## src/rtl/multi_light_shader_pkg.sv

```systemverilog
// Shared types and constants for the multi-light shading stage: the RGB565
// pixel layout, light addressing, the fixed-point intensity format and the
// controller state encoding.
package multi_light_shader_pkg;

  localparam int DEFAULT_MAX_LIGHTS = 4;
  localparam int LIGHT_FRAC_BITS    = 14;
  localparam logic [15:0] DEFAULT_AMBIENT = 16'd4096;  // 0.25 in 2.14

  localparam logic [4:0] RB_MAX = 5'd31;
  localparam logic [5:0] G_MAX  = 6'd63;

  // Width of a light index; a single-light configuration still gets one bit.
  function automatic int light_addr_w(input int max_lights);
    return (max_lights > 1) ? $clog2(max_lights) : 1;
  endfunction

  localparam int LIGHT_ADDR_W = light_addr_w(DEFAULT_MAX_LIGHTS);
  typedef logic [LIGHT_ADDR_W-1:0] light_addr_t;

  typedef struct packed {
    logic [4:0] r;
    logic [5:0] g;
    logic [4:0] b;
  } rgb565_t;

  typedef enum logic [2:0] {
    S_IDLE,
    S_REQ,
    S_WAIT,
    S_ACCUM,
    S_DONE
  } shade_state_e;

  // Per-channel add that clamps at the channel maximum instead of wrapping.
  function automatic rgb565_t rgb565_sat_add(input rgb565_t a, input rgb565_t b);
    rgb565_t    s;
    logic [5:0] r_sum;
    logic [6:0] g_sum;
    logic [5:0] b_sum;
    r_sum = {1'b0, a.r} + {1'b0, b.r};
    g_sum = {1'b0, a.g} + {1'b0, b.g};
    b_sum = {1'b0, a.b} + {1'b0, b.b};
    s.r = r_sum[5] ? RB_MAX : r_sum[4:0];
    s.g = g_sum[6] ? G_MAX  : g_sum[5:0];
    s.b = b_sum[5] ? RB_MAX : b_sum[4:0];
    return s;
  endfunction

endpackage

```

## src/rtl/multi_light_shader_if.sv

```systemverilog
// Signal bundle of the shader: pixel intake, per-light request/response
// channel and shaded pixel output. "master" is the shader block itself,
// "slave" is the surrounding environment that feeds and drains it.
interface multi_light_shader_if
  import multi_light_shader_pkg::*;
#(
  parameter int MAX_LIGHTS = DEFAULT_MAX_LIGHTS,
  parameter int INT_W      = 16
) ();

  localparam int ADDR_W = light_addr_w(MAX_LIGHTS);
  localparam int NUM_W  = $clog2(MAX_LIGHTS + 1);

  logic              valid_in;
  logic              ready_in;
  logic [15:0]       pixel_in;
  logic [NUM_W-1:0]  num_lights;

  logic              light_req_valid;
  logic              light_req_ready;
  logic [ADDR_W-1:0] light_req_addr;

  logic              light_rsp_valid;
  logic              light_rsp_shadowed;
  logic              light_rsp_sign;
  logic [INT_W-1:0]  light_rsp_intensity;

  logic              valid_out;
  logic              ready_out;
  logic [15:0]       pixel_out;

  logic              protocol_error;

  modport master (
    input  valid_in, pixel_in, num_lights,
    output ready_in,
    output light_req_valid, light_req_addr,
    input  light_req_ready,
    input  light_rsp_valid, light_rsp_shadowed, light_rsp_sign, light_rsp_intensity,
    output valid_out, pixel_out,
    input  ready_out,
    output protocol_error
  );

  modport slave (
    output valid_in, pixel_in, num_lights,
    input  ready_in,
    input  light_req_valid, light_req_addr,
    output light_req_ready,
    output light_rsp_valid, light_rsp_shadowed, light_rsp_sign, light_rsp_intensity,
    input  valid_out, pixel_out,
    output ready_out,
    input  protocol_error
  );

endinterface

```

## src/rtl/multi_light_shader_rgb565_scale.sv

```systemverilog
// Combinational RGB565 scaler: each channel is multiplied by an unsigned
// fixed-point factor, shifted down by FRAC_BITS and clamped to the channel
// maximum, so factors above 1.0 saturate rather than wrap.
module rgb565_scale
  import multi_light_shader_pkg::*;
#(
  parameter int INT_W     = 16,
  parameter int FRAC_BITS = LIGHT_FRAC_BITS
) (
  input  rgb565_t          colour,
  input  logic [INT_W-1:0] factor,
  output rgb565_t          scaled
);

  localparam int RB_W = INT_W + 5;
  localparam int G_W  = INT_W + 6;

  logic [RB_W-1:0] prod_r, prod_b, sh_r, sh_b;
  logic [G_W-1:0]  prod_g, sh_g;

  // Full-width products, shift to integer, then clamp per channel.
  always_comb begin
    // NOTE: default every output first so no path through the block leaves it unassigned (no latch).
    scaled = '0;
    prod_r = RB_W'(colour.r) * RB_W'(factor);
    prod_g = G_W'(colour.g)  * G_W'(factor);
    prod_b = RB_W'(colour.b) * RB_W'(factor);
    sh_r   = prod_r >> FRAC_BITS;
    sh_g   = prod_g >> FRAC_BITS;
    sh_b   = prod_b >> FRAC_BITS;
    scaled.r = (sh_r > RB_W'(RB_MAX)) ? RB_MAX : sh_r[4:0];
    scaled.g = (sh_g > G_W'(G_MAX))   ? G_MAX  : sh_g[5:0];
    scaled.b = (sh_b > RB_W'(RB_MAX)) ? RB_MAX : sh_b[4:0];
  end

endmodule

```

## src/rtl/multi_light_shader.sv

```systemverilog
// Per-pixel multi-light shading accumulator. Accepts a base colour, seeds the
// accumulator with the ambient term, then walks num_lights lights: request,
// wait for shadow/sign/intensity, scale the base colour and saturating-add it.
// The result leaves through a valid/ready output that holds under backpressure.
module multi_light_shader
  import multi_light_shader_pkg::*;
#(
  parameter int               MAX_LIGHTS = DEFAULT_MAX_LIGHTS,
  parameter int               INT_W      = 16,
  parameter int               FRAC_BITS  = LIGHT_FRAC_BITS,
  parameter logic [INT_W-1:0] AMBIENT    = INT_W'(DEFAULT_AMBIENT)
) (
  input  logic                 clk,
  input  logic                 rst,
  multi_light_shader_if.master bus
);

  localparam int ADDR_W = light_addr_w(MAX_LIGHTS);
  localparam int NUM_W  = $clog2(MAX_LIGHTS + 1);
  localparam logic [NUM_W-1:0] MAX_NUM = NUM_W'(MAX_LIGHTS);

  shade_state_e      state;
  rgb565_t           base;
  rgb565_t           acc;
  rgb565_t           contrib;
  logic [NUM_W-1:0]  num_lat;
  logic [ADDR_W-1:0] index;

  logic              ready_in_q;
  logic              req_valid_q;
  logic [ADDR_W-1:0] req_addr_q;
  logic              valid_out_q;
  logic [15:0]       pixel_out_q;
  logic              proto_err_q;

  rgb565_t           ambient_term;
  rgb565_t           light_term;
  logic [NUM_W-1:0]  num_clamped;
  logic              last_light;

  // Ambient term is computed straight from the incoming pixel so it can be
  // loaded into the accumulator on the accept edge.
  rgb565_scale #(.INT_W(INT_W), .FRAC_BITS(FRAC_BITS)) u_ambient_scale (
    .colour (rgb565_t'(bus.pixel_in)),
    .factor (AMBIENT),
    .scaled (ambient_term)
  );

  // Per-light contribution from the latched base colour and the live response.
  rgb565_scale #(.INT_W(INT_W), .FRAC_BITS(FRAC_BITS)) u_light_scale (
    .colour (base),
    .factor (bus.light_rsp_intensity),
    .scaled (light_term)
  );

  assign num_clamped = (bus.num_lights > MAX_NUM) ? MAX_NUM : bus.num_lights;
  assign last_light  = (NUM_W'(index) == (num_lat - NUM_W'(1)));

  // Controller: sequences intake, per-light requests, accumulation and output.
  always_ff @(posedge clk or posedge rst) begin
    if (rst) begin
      state       <= S_IDLE;
      base        <= '0;
      acc         <= '0;
      contrib     <= '0;
      num_lat     <= '0;
      index       <= '0;
      ready_in_q  <= 1'b1;
      req_valid_q <= 1'b0;
      req_addr_q  <= '0;
      valid_out_q <= 1'b0;
      pixel_out_q <= '0;
      proto_err_q <= 1'b0;
    end else begin
      // NOTE: non-blocking assignments keep every register update based on pre-edge values.
      // A response is only legitimate while a request is outstanding.
      if (bus.light_rsp_valid && state != S_WAIT) proto_err_q <= 1'b1;

      case (state)
        S_IDLE: begin
          if (bus.valid_in) begin
            base       <= rgb565_t'(bus.pixel_in);
            num_lat    <= num_clamped;
            acc        <= ambient_term;
            index      <= '0;
            req_addr_q <= '0;
            ready_in_q <= 1'b0;
            if (num_clamped == '0) begin
              state <= S_DONE;
            end else begin
              req_valid_q <= 1'b1;
              state       <= S_REQ;
            end
          end
        end

        S_REQ: begin
          if (bus.light_req_ready) begin
            req_valid_q <= 1'b0;
            state       <= S_WAIT;
          end
        end

        S_WAIT: begin
          if (bus.light_rsp_valid) begin
            // Occluded or back-facing lights add nothing.
            contrib <= (bus.light_rsp_shadowed || bus.light_rsp_sign) ? '0 : light_term;
            state   <= S_ACCUM;
          end
        end

        S_ACCUM: begin
          acc <= rgb565_sat_add(acc, contrib);
          if (last_light) begin
            state <= S_DONE;
          end else begin
            index       <= index + ADDR_W'(1);
            req_addr_q  <= index + ADDR_W'(1);
            req_valid_q <= 1'b1;
            state       <= S_REQ;
          end
        end

        S_DONE: begin
          // First DONE cycle publishes the result; it then holds until taken.
          if (!valid_out_q) begin
            valid_out_q <= 1'b1;
            pixel_out_q <= acc;
          end else if (bus.ready_out) begin
            valid_out_q <= 1'b0;
            ready_in_q  <= 1'b1;
            state       <= S_IDLE;
          end
        end

        default: state <= S_IDLE;
      endcase
    end
  end

  assign bus.ready_in        = ready_in_q;
  assign bus.light_req_valid = req_valid_q;
  assign bus.light_req_addr  = req_addr_q;
  assign bus.valid_out       = valid_out_q;
  assign bus.pixel_out       = pixel_out_q;
  assign bus.protocol_error  = proto_err_q;

endmodule
```

## src/flat_wrapper.sv

```systemverilog
// flat-port wrapper written by rule: the top's interface ports become plain ports
module multi_light_shader_flat import multi_light_shader_pkg::*;
#(
  parameter int               MAX_LIGHTS = DEFAULT_MAX_LIGHTS,
  parameter int               INT_W      = 16,
  parameter int               FRAC_BITS  = LIGHT_FRAC_BITS,
  parameter logic [INT_W-1:0] AMBIENT    = INT_W'(DEFAULT_AMBIENT)
)
  (clk, rst, bus_valid_in, bus_pixel_in, bus_num_lights, bus_ready_in, bus_light_req_valid, bus_light_req_addr, bus_light_req_ready, bus_light_rsp_valid, bus_light_rsp_shadowed, bus_light_rsp_sign, bus_light_rsp_intensity, bus_valid_out, bus_pixel_out, bus_ready_out, bus_protocol_error);
  multi_light_shader_if #(.MAX_LIGHTS(MAX_LIGHTS), .INT_W(INT_W)) bus_i ();
  input  logic clk;
  input  logic rst;
  input wire logic [$bits(bus_i.valid_in)-1:0] bus_valid_in;
  input wire logic [$bits(bus_i.pixel_in)-1:0] bus_pixel_in;
  input wire logic [$bits(bus_i.num_lights)-1:0] bus_num_lights;
  output wire logic [$bits(bus_i.ready_in)-1:0] bus_ready_in;
  output wire logic [$bits(bus_i.light_req_valid)-1:0] bus_light_req_valid;
  output wire logic [$bits(bus_i.light_req_addr)-1:0] bus_light_req_addr;
  input wire logic [$bits(bus_i.light_req_ready)-1:0] bus_light_req_ready;
  input wire logic [$bits(bus_i.light_rsp_valid)-1:0] bus_light_rsp_valid;
  input wire logic [$bits(bus_i.light_rsp_shadowed)-1:0] bus_light_rsp_shadowed;
  input wire logic [$bits(bus_i.light_rsp_sign)-1:0] bus_light_rsp_sign;
  input wire logic [$bits(bus_i.light_rsp_intensity)-1:0] bus_light_rsp_intensity;
  output wire logic [$bits(bus_i.valid_out)-1:0] bus_valid_out;
  output wire logic [$bits(bus_i.pixel_out)-1:0] bus_pixel_out;
  input wire logic [$bits(bus_i.ready_out)-1:0] bus_ready_out;
  output wire logic [$bits(bus_i.protocol_error)-1:0] bus_protocol_error;
  assign bus_i.valid_in = bus_valid_in;
  assign bus_i.pixel_in = bus_pixel_in;
  assign bus_i.num_lights = bus_num_lights;
  assign bus_ready_in = bus_i.ready_in;
  assign bus_light_req_valid = bus_i.light_req_valid;
  assign bus_light_req_addr = bus_i.light_req_addr;
  assign bus_i.light_req_ready = bus_light_req_ready;
  assign bus_i.light_rsp_valid = bus_light_rsp_valid;
  assign bus_i.light_rsp_shadowed = bus_light_rsp_shadowed;
  assign bus_i.light_rsp_sign = bus_light_rsp_sign;
  assign bus_i.light_rsp_intensity = bus_light_rsp_intensity;
  assign bus_valid_out = bus_i.valid_out;
  assign bus_pixel_out = bus_i.pixel_out;
  assign bus_i.ready_out = bus_ready_out;
  assign bus_protocol_error = bus_i.protocol_error;
  multi_light_shader #(.MAX_LIGHTS(MAX_LIGHTS), .INT_W(INT_W), .FRAC_BITS(FRAC_BITS), .AMBIENT(AMBIENT)) u_core (.clk(clk), .rst(rst), .bus(bus_i));
endmodule
```

## config.mk

```make
export PLATFORM = sky130hd
export DESIGN_NAME = multi_light_shader_flat
export DESIGN_NICKNAME = d
export VERILOG_FILES = /design/src/rtl/multi_light_shader_pkg.sv /design/src/rtl/multi_light_shader_if.sv /design/src/rtl/multi_light_shader_rgb565_scale.sv /design/src/rtl/multi_light_shader.sv /design/src/flat_wrapper.sv
export SDC_FILE = /design/constraint.sdc
export NUM_CORES = 1
export LEC_CHECK = 0
export CORE_ASPECT_RATIO = 0.8
export CORE_MARGIN = 10
export CORE_UTILIZATION = 35
export CTS_CLUSTER_DIAMETER = 60
export CTS_CLUSTER_SIZE = 28
export DETAILED_ROUTE_END_ITERATION = 6
export HOLD_SLACK_MARGIN = 0.03
export PLACE_DENSITY = 0.49
export SYNTH_ARGS = -nofsm -noshare
export SYNTH_HDL_FRONTEND = slang
export SYNTH_HIERARCHICAL = 1
export SYNTH_SLANG_ARGS = --single-unit
```

## constraint.sdc

```tcl
create_clock -name clk -period 7.6 [get_ports clk]
set_input_delay 1.52 -clock clk [delete_from_list [all_inputs] [get_ports clk]]
set_output_delay 1.52 -clock clk [all_outputs]
set_load 0.1 [all_outputs]
```

Fig. 1: run 1, I/O nets highlighted
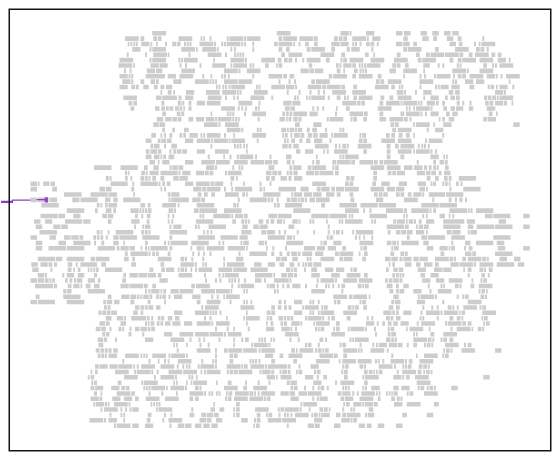
[purple] `rst` | bits: 1 | direction: input | edge: left | end cells: 1 | wire: 15.2 um
I/O pin count: 65
port bufs: 64

Fig. 2: run 1, signal wires by layer
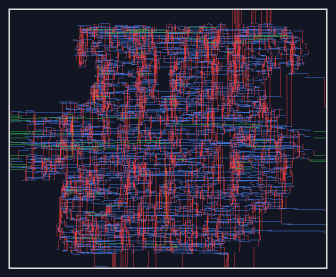
[red] metal 2 | wire length: 19,300 um
[blue] metal 1 | wire length: 22.8 mm
[green] metal 3 | wire length: 1,400 um
[orange] metal 4 | wire length: 144 um
DR vias: 13,840
WL/cell: 15.03 um
drt total wl: 43.58 mm
Tot GR Track Use: 0.1492

Fig. 3: run 1, clock distribution
Bar = 100 um.
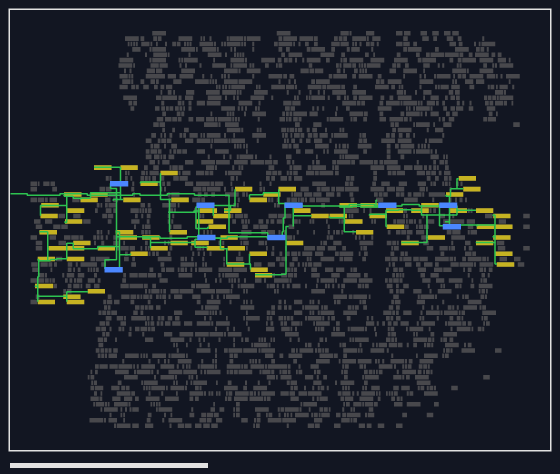
[blue] clock drivers | count: 9
[yellow] flip-flops | count: 76
[green] clock wires | length: 1,250 um
flops lie: a horizontal strip, middle

Fig. 4: run 1, logic cells by family
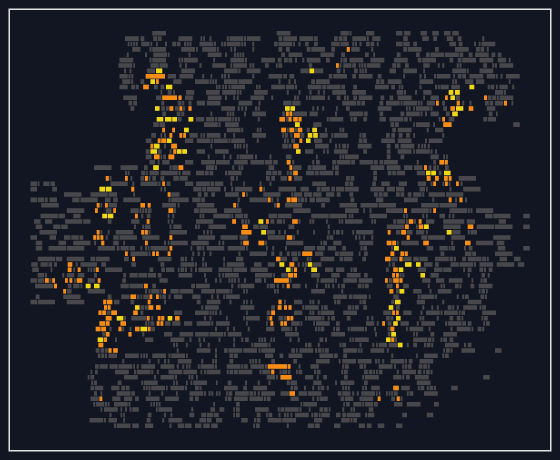
[yellow] non-inverting ao/oa cells | cells: 65
[orange] aoi and oai cells | cells: 214
top logic cell by instance count in the layout: nand2_1
Post-Layout Cell Count: 2,900
Comb/total area: 0.7485

==> flow_metrics.py, run 1 <==
# Physical implementation metrics
metrics = {
    "timing": {
        "setup_viol_count_final": 0,
        "fmax_mhz": 159.2,
        "rsz0062_at_grt": "false",
        "hold_violations": 0,
        "relSlewSlack": 0.2085,
        "skew_ns": 0.01062,
        "maxSlewViolCount": 0,
        "tns_ns": 0,
        "fin_crit_sh": 0.8265,
    },
    "critical_path": {
        "r2r-start": "u_core/base[5]",
        "cp_cell_sequence": "clkdlybuf4s50_1 -> nand2_1 -> fa_1 -> fa_1 -> inv_1 -> fa_1 -> ha_1 -> a2111oi_4 -> o21ai_2 -> a311o_1 -> a31oi_1 -> o31ai_1 -> mux2i_2 -> nand2b_1 -> nand2_1 -> o21ai_1",
        "cp.depth": 16,
        "setup.worst_path.class": "input pin to register",
        "crit_path_end_kind": "register",
        "crit_family": "adder cells",
        "critPathLaunchType": "input pin",
        "critPathSlowestCell": "clkdlybuf4s50_1",
        "crit_path_end": "u_core/contrib[9]",
        "r2r_end": "u_core/contrib[9]",
        "slowest_delay_ns": 0.97,
        "r2r_cells": 15,
        "cp_num_buf_inv": 2,
        "crit_path_start": "bus_light_rsp_intensity[3]",
        "crit_fanout": 16,
        "required_ns": 7.85,
    },
    "route": {
        "wl_met1_mm": 22.78,
        "met2WireLength_mm": 19.26,
        "routed-wl-met3_mm": 1.402,
        "top_layer": "met4",
        "drt-vias-per-instance": 4.773,
        "drc": 0,
    },
    "power_and_ir_drop": {
        "irDropWorstVdd_v": 0.0002352,
        "power.leakage_nw": 10.55,
    },
    "logic_synthesis": {
        "yosys_cells": 2094,
        "top_area_frac": 0.3111,
        "yosysWarnings": 6,
        "yosys-stat-area_sq_um": 17950,
        "area_leaders": "fa_1 31%, ha_1 12%, dfrtp_1 10%",
        "ff_type": "dfrtp_1",
        "synth-seq-cells": 76,
        "syn_inst": 2094,
        "top_cells_by_count": "355 x nand2_1, 313 x inv_1, 289 x and2_1, 279 x fa_1, 179 x ha_1",
        "synth_seq_share": 0.1060,
    },
    "grt": {
        "grt.met2_usage": 0.2369,
        "use_met3": 0.01911,
        "grt-busiest-layer": "met2",
        "grtUsageMet1": 0.2210,
        "overflow": 0,
        "grt_pass1_vias": 14780,
        "grt_antenna_before_repair": 1,
    },
    "job": {
        "maxCapViolCount": 0,
    },
    "worst_hold_path": {
        "holdPathEnd": "u_core/bus.protocol_error",
        "hold_path_depth": 1,
        "hp-start": "u_core/bus.protocol_error",
        "min-delay-path-class": "register to register",
    },
    "clock_tree": {
        "ctsHtreeMaxLevel": 3,
        "cts_resized": 0,
        "cts_setup_buffers": 0,
        "numCtsBuffers": 9,
        "clockBufferDepth": 2,
    },
    "cells_and_area": {
        "fillers": 5209,
        "n_antenna_cell": 0,
        "nets": 2712,
    },
    "floorplan": {
        "die_area_sq_um": 60800,
        "core-area_sq_um": 50920,
        "die.size.y_um": 222.6,
        "die_w_um": 273.2,
    },
    "run_status": {
        "status": "completed",
    },
}
run 1: through the flow:
stage	area (sq um)	std cells	util	total power, mW	worst slack [ns]
2_1_floorplan	18350	2201	-	5.475	2.085
3_3_place_gp	19660	2884	0.3861	6.643	1.127
3_5_place_dp	19660	2884	0.3861	6.682	1.044
4_1_cts	19970	2900	0.3921	7.215	1.390
5_1_grt	19970	2900	0.3921	8.287	1.083
6_report	19970	2900	0.3921	7.315	1.318
run 1: report_power, final:
part,switching (mW),total (mW),internal (mW)
combinational,3.46,5.94,2.48
clock,0.189,0.448,0.259
sequential,0.351,0.921,0.571
run 1: state kept, by name, indices dropped and copies added (netlist names):
signal and flops:
u_core/acc 16, u_core/base 16, u_core/bus.light_req_addr 2, u_core/bus.light_req_valid 1
u_core/bus.pixel_out 16, u_core/bus.protocol_error 1, u_core/bus.ready_in 1, u_core/bus.valid_out 1
u_core/contrib 16, u_core/num_lat 3, u_core/state 3
run 1: kinds of logic (layout without fill, tap and decap cells):
family / after synthesis / in the layout / share of synthesized area
flip-flops: 76 / 76 / 0.1060
AND-OR/OR-AND: 279 / 279 / 0.1069
other: 2 / 109 / 0.0004184
multiplexers: 28 / 28 / 0.01722
AND/OR/NAND/NOR: 821 / 821 / 0.2329
buffers and inverters: 397 / 412 / 0.08420
XOR/XNOR: 33 / 33 / 0.01652
adder cells (fa/ha/maj): 458 / 458 / 0.4359
run 1: final cells by class:
cell class	instances	area, sq um	share of cell area
multi-input cells	1728	14950	0.7485
flip-flops and latches	76	1903	0.09531
inverters	314	1180	0.05909
well taps	684	855.8	0.04286
repair buffers	82	775.7	0.03885
clock buffers	9	225.2	0.01128
clock inverters	7	81.33	0.004073
Fig. 5: run 1, the clock network
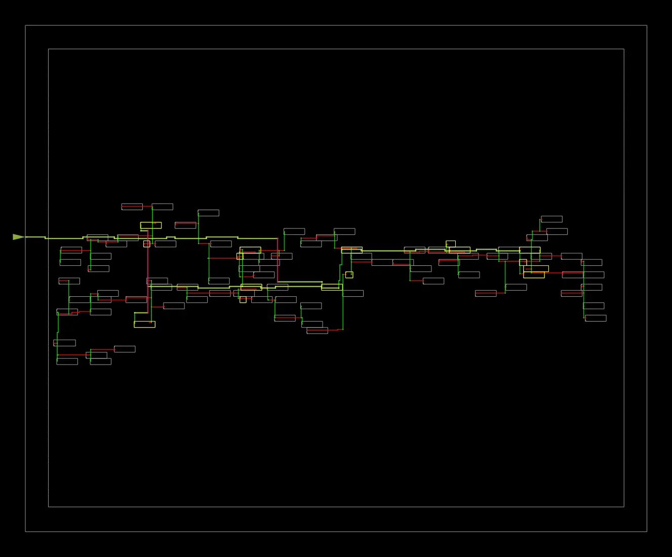

==> inputs of run 2 (changes only) <==
clock period = 5.9 ns   (was 7.6 ns; I/O delays follow)
Fig. 6: run 2, the clock network
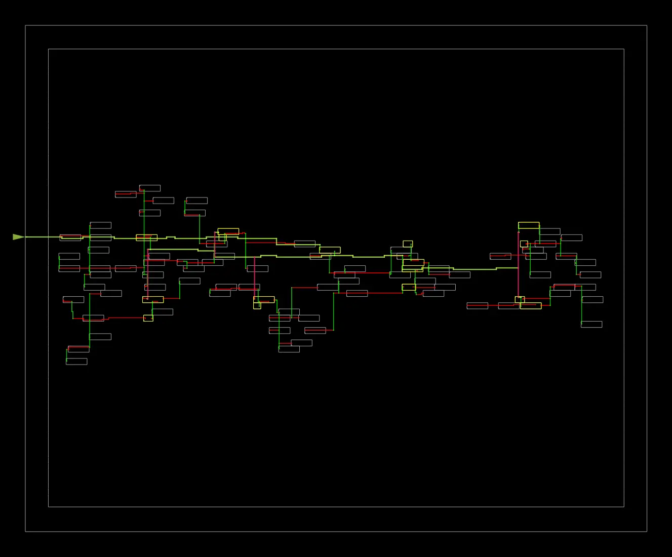
Sink Count: 76
Late-Pin Clk Latency: 0.36 ns
FF+latch count: 76
number of buffers created by CTS: 9
# clk buffers: 9

Fig. 7: run 2, logic cells by family
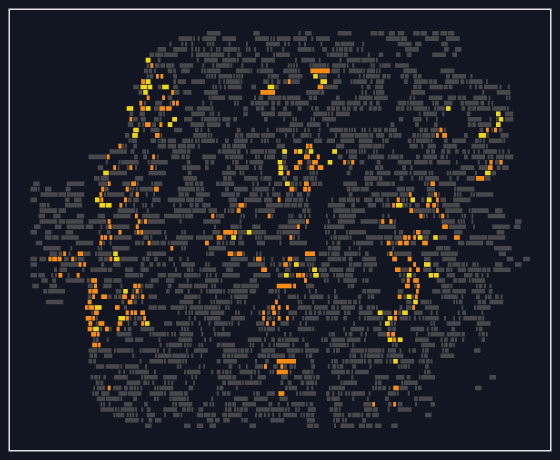
[orange] aoi and oai cells | cells: 214
[yellow] non-inverting ao/oa cells | cells: 65
Comb/total area: 0.7329
Post-Layout Cell Count: 2,944

Fig. 8: run 2, signal wires by layer
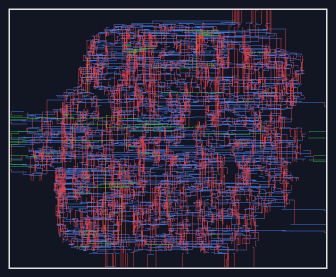
WL/cell: 15.52 um
DR vias: 14,130
Tot GR Track Use: 0.1555

==> flow_metrics.py, run 2 <==
# Physical implementation metrics
metrics = {
    "run_status": {
        "status": "completed",
    },
    "power_and_ir_drop": {
        "switching_power_mw": 5.258,
        "pwr-share-clk": 0.059,
        "p_seq_frac": 0.120,
        "combPwrFrac": 0.821,
        "intPower_mw": 4.532,
        "power.leakage_nw": 10.81,
        "fin_total_pwr_mw": 9.790,
        "irDropWorstVdd_v": 0.0003881,
    },
    "timing": {
        "tns_ns": 0,
        "relSlewSlack": 0.1537,
        "fmax_mhz": 180.7,
        "setup_viol_count_final": 0,
        "fin_crit_sh": 0.9381,
        "hold_violations": 0,
        "rsz0062_at_grt": "false",
        "setup_ws_ns": 0.3651,
        "skew_ns": 0.007287,
        "maxSlewViolCount": 0,
    },
    "cells_and_area": {
        "fillers": 5240,
        "final_area_sq_um": 20390,
        "nets": 2756,
        "final_core_util": 0.4005,
        "n_antenna_cell": 0,
    },
    "logic_synthesis": {
        "synth-seq-cells": 76,
        "syn_inst": 2094,
        "top_area_frac": 0.3111,
        "yosys.area.top_type": "fa_1",
        "synth_seq_share": 0.1060,
        "yosys_cells": 2094,
        "ff_type": "dfrtp_1",
    },
    "placement": {
        "pre_cts_ws_ns": 0.02783,
        "place_area_sq_um": 20090,
        "place_inst": 2928,
    },
    "critical_path": {
        "crit_fanout": 10,
        "slowest_delay_ns": 0.58,
        "crit_family": "adder cells",
        "r2r-start": "u_core/base[9]",
        "critPathSlowestCell": "clkdlybuf4s50_1",
        "r2r_end": "u_core/contrib[9]",
        "cp_cell_sequence": "clkdlybuf4s50_1 -> buf_4 -> nand2_1 -> fa_1 -> fa_1 -> inv_1 -> fa_1 -> ha_1 -> a21o_1 -> or2_1 -> a311o_1 -> a31oi_1 -> o31ai_1 -> mux2i_2 -> nand2b_1 -> nand2_1 -> o21ai_1",
        "r2r_cells": 15,
        "required_ns": 6.17,
        "critPathLaunchType": "input pin",
    },
    "clock_tree": {
        "ctsHtreeMaxLevel": 3,
        "clockBufferDepth": 2,
        "cts_setup_buffers": 0,
    },
    "route": {
        "wl_met1_mm": 24.19,
        "drt-vias-per-instance": 4.801,
        "ant_nets": 0,
        "met2WireLength_mm": 19.81,
        "routed-wl-met3_mm": 1.390,
        "routed_wl_mm": 45.68,
        "top_layer": "met4",
    },
    "worst_hold_path": {
        "hp-start": "u_core/bus.protocol_error",
        "min-delay-path-class": "register to register",
        "holdPathEnd": "u_core/bus.protocol_error",
        "hold_path_depth": 1,
    },
    "grt": {
        "overflow": 0,
    },
    "floorplan": {
        "die_area_sq_um": 60800,
        "die_w_um": 273.2,
        "die.size.y_um": 222.6,
        "pin_count": 65,
    },
    "job": {
        "maxCapViolCount": 0,
    },
}
==> run 2: cell type report <==
type	count	area [sq um]	share of cell area
clock buffer	9	225.2	0.01104
clock inverter	7	76.32	0.003743
inverter	314	1180	0.05786
multi-input combinational	1728	14950	0.7329
sequential	76	1903	0.09332
tap	684	855.8	0.04197
timing repair buffer	126	1206	0.05914
==> run 2: worst max-delay path by stage <==
stage / startpoint / endpoint / slack [ns] / cells past startpoint
finish: bus_light_rsp_intensity[6] / u_core/contrib[9] / 0.37 / 17
global route: bus_light_rsp_intensity[6] / u_core/contrib[9] / 0.14 / 17
CTS: bus_light_rsp_intensity[6] / u_core/contrib[9] / 0.38 / 16
detailed placement: bus_light_rsp_intensity[6] / u_core/contrib[9] / 0.03 / 16
global placement: bus_light_rsp_intensity[6] / u_core/contrib[10] / 0.1 / 17
floorplan: bus_light_rsp_intensity[6] / u_core/contrib[10] / 0.73 / 16
==> run 2: cell families (layout without fill, tap and decap cells) <==
logic type,Yosys count,after routing,share of synthesized area
other,2,109,0.0004184
adders and majority gates,458,458,0.4359
AOI/OAI and AO/OA,279,279,0.1069
xor gates and xnor gates,33,33,0.01652
buffers and inverters,397,456,0.08420
muxes,28,28,0.01722
and+or+nand+nor,821,821,0.2329
DFF,76,76,0.1060
==> run 2: per-layer routing <==
| layer | track usage | vias up |
|---|---|---|
| li1 | - | 6895 |
| met5 | 0 | - |
| met3 | 0.01836 | 21 |
| met4 | 0.01620 | 0 |
| met2 | 0.2375 | 198 |
| met1 | 0.2368 | 7019 |
==> run 2: power by group through the flow <==
stage                     clock network [mW]  registers [mW]  logic (mW)
after floorplan                            0            1.26        5.80
after global placement                     0            1.19        7.78
after detailed placement                   0            1.19        7.83
after CTS                              0.592            1.19        7.91
after global routing                   0.614            1.24        9.29
final                                  0.573            1.18        8.04
No activity file was given, so power comes from the tool's default toggle rates.
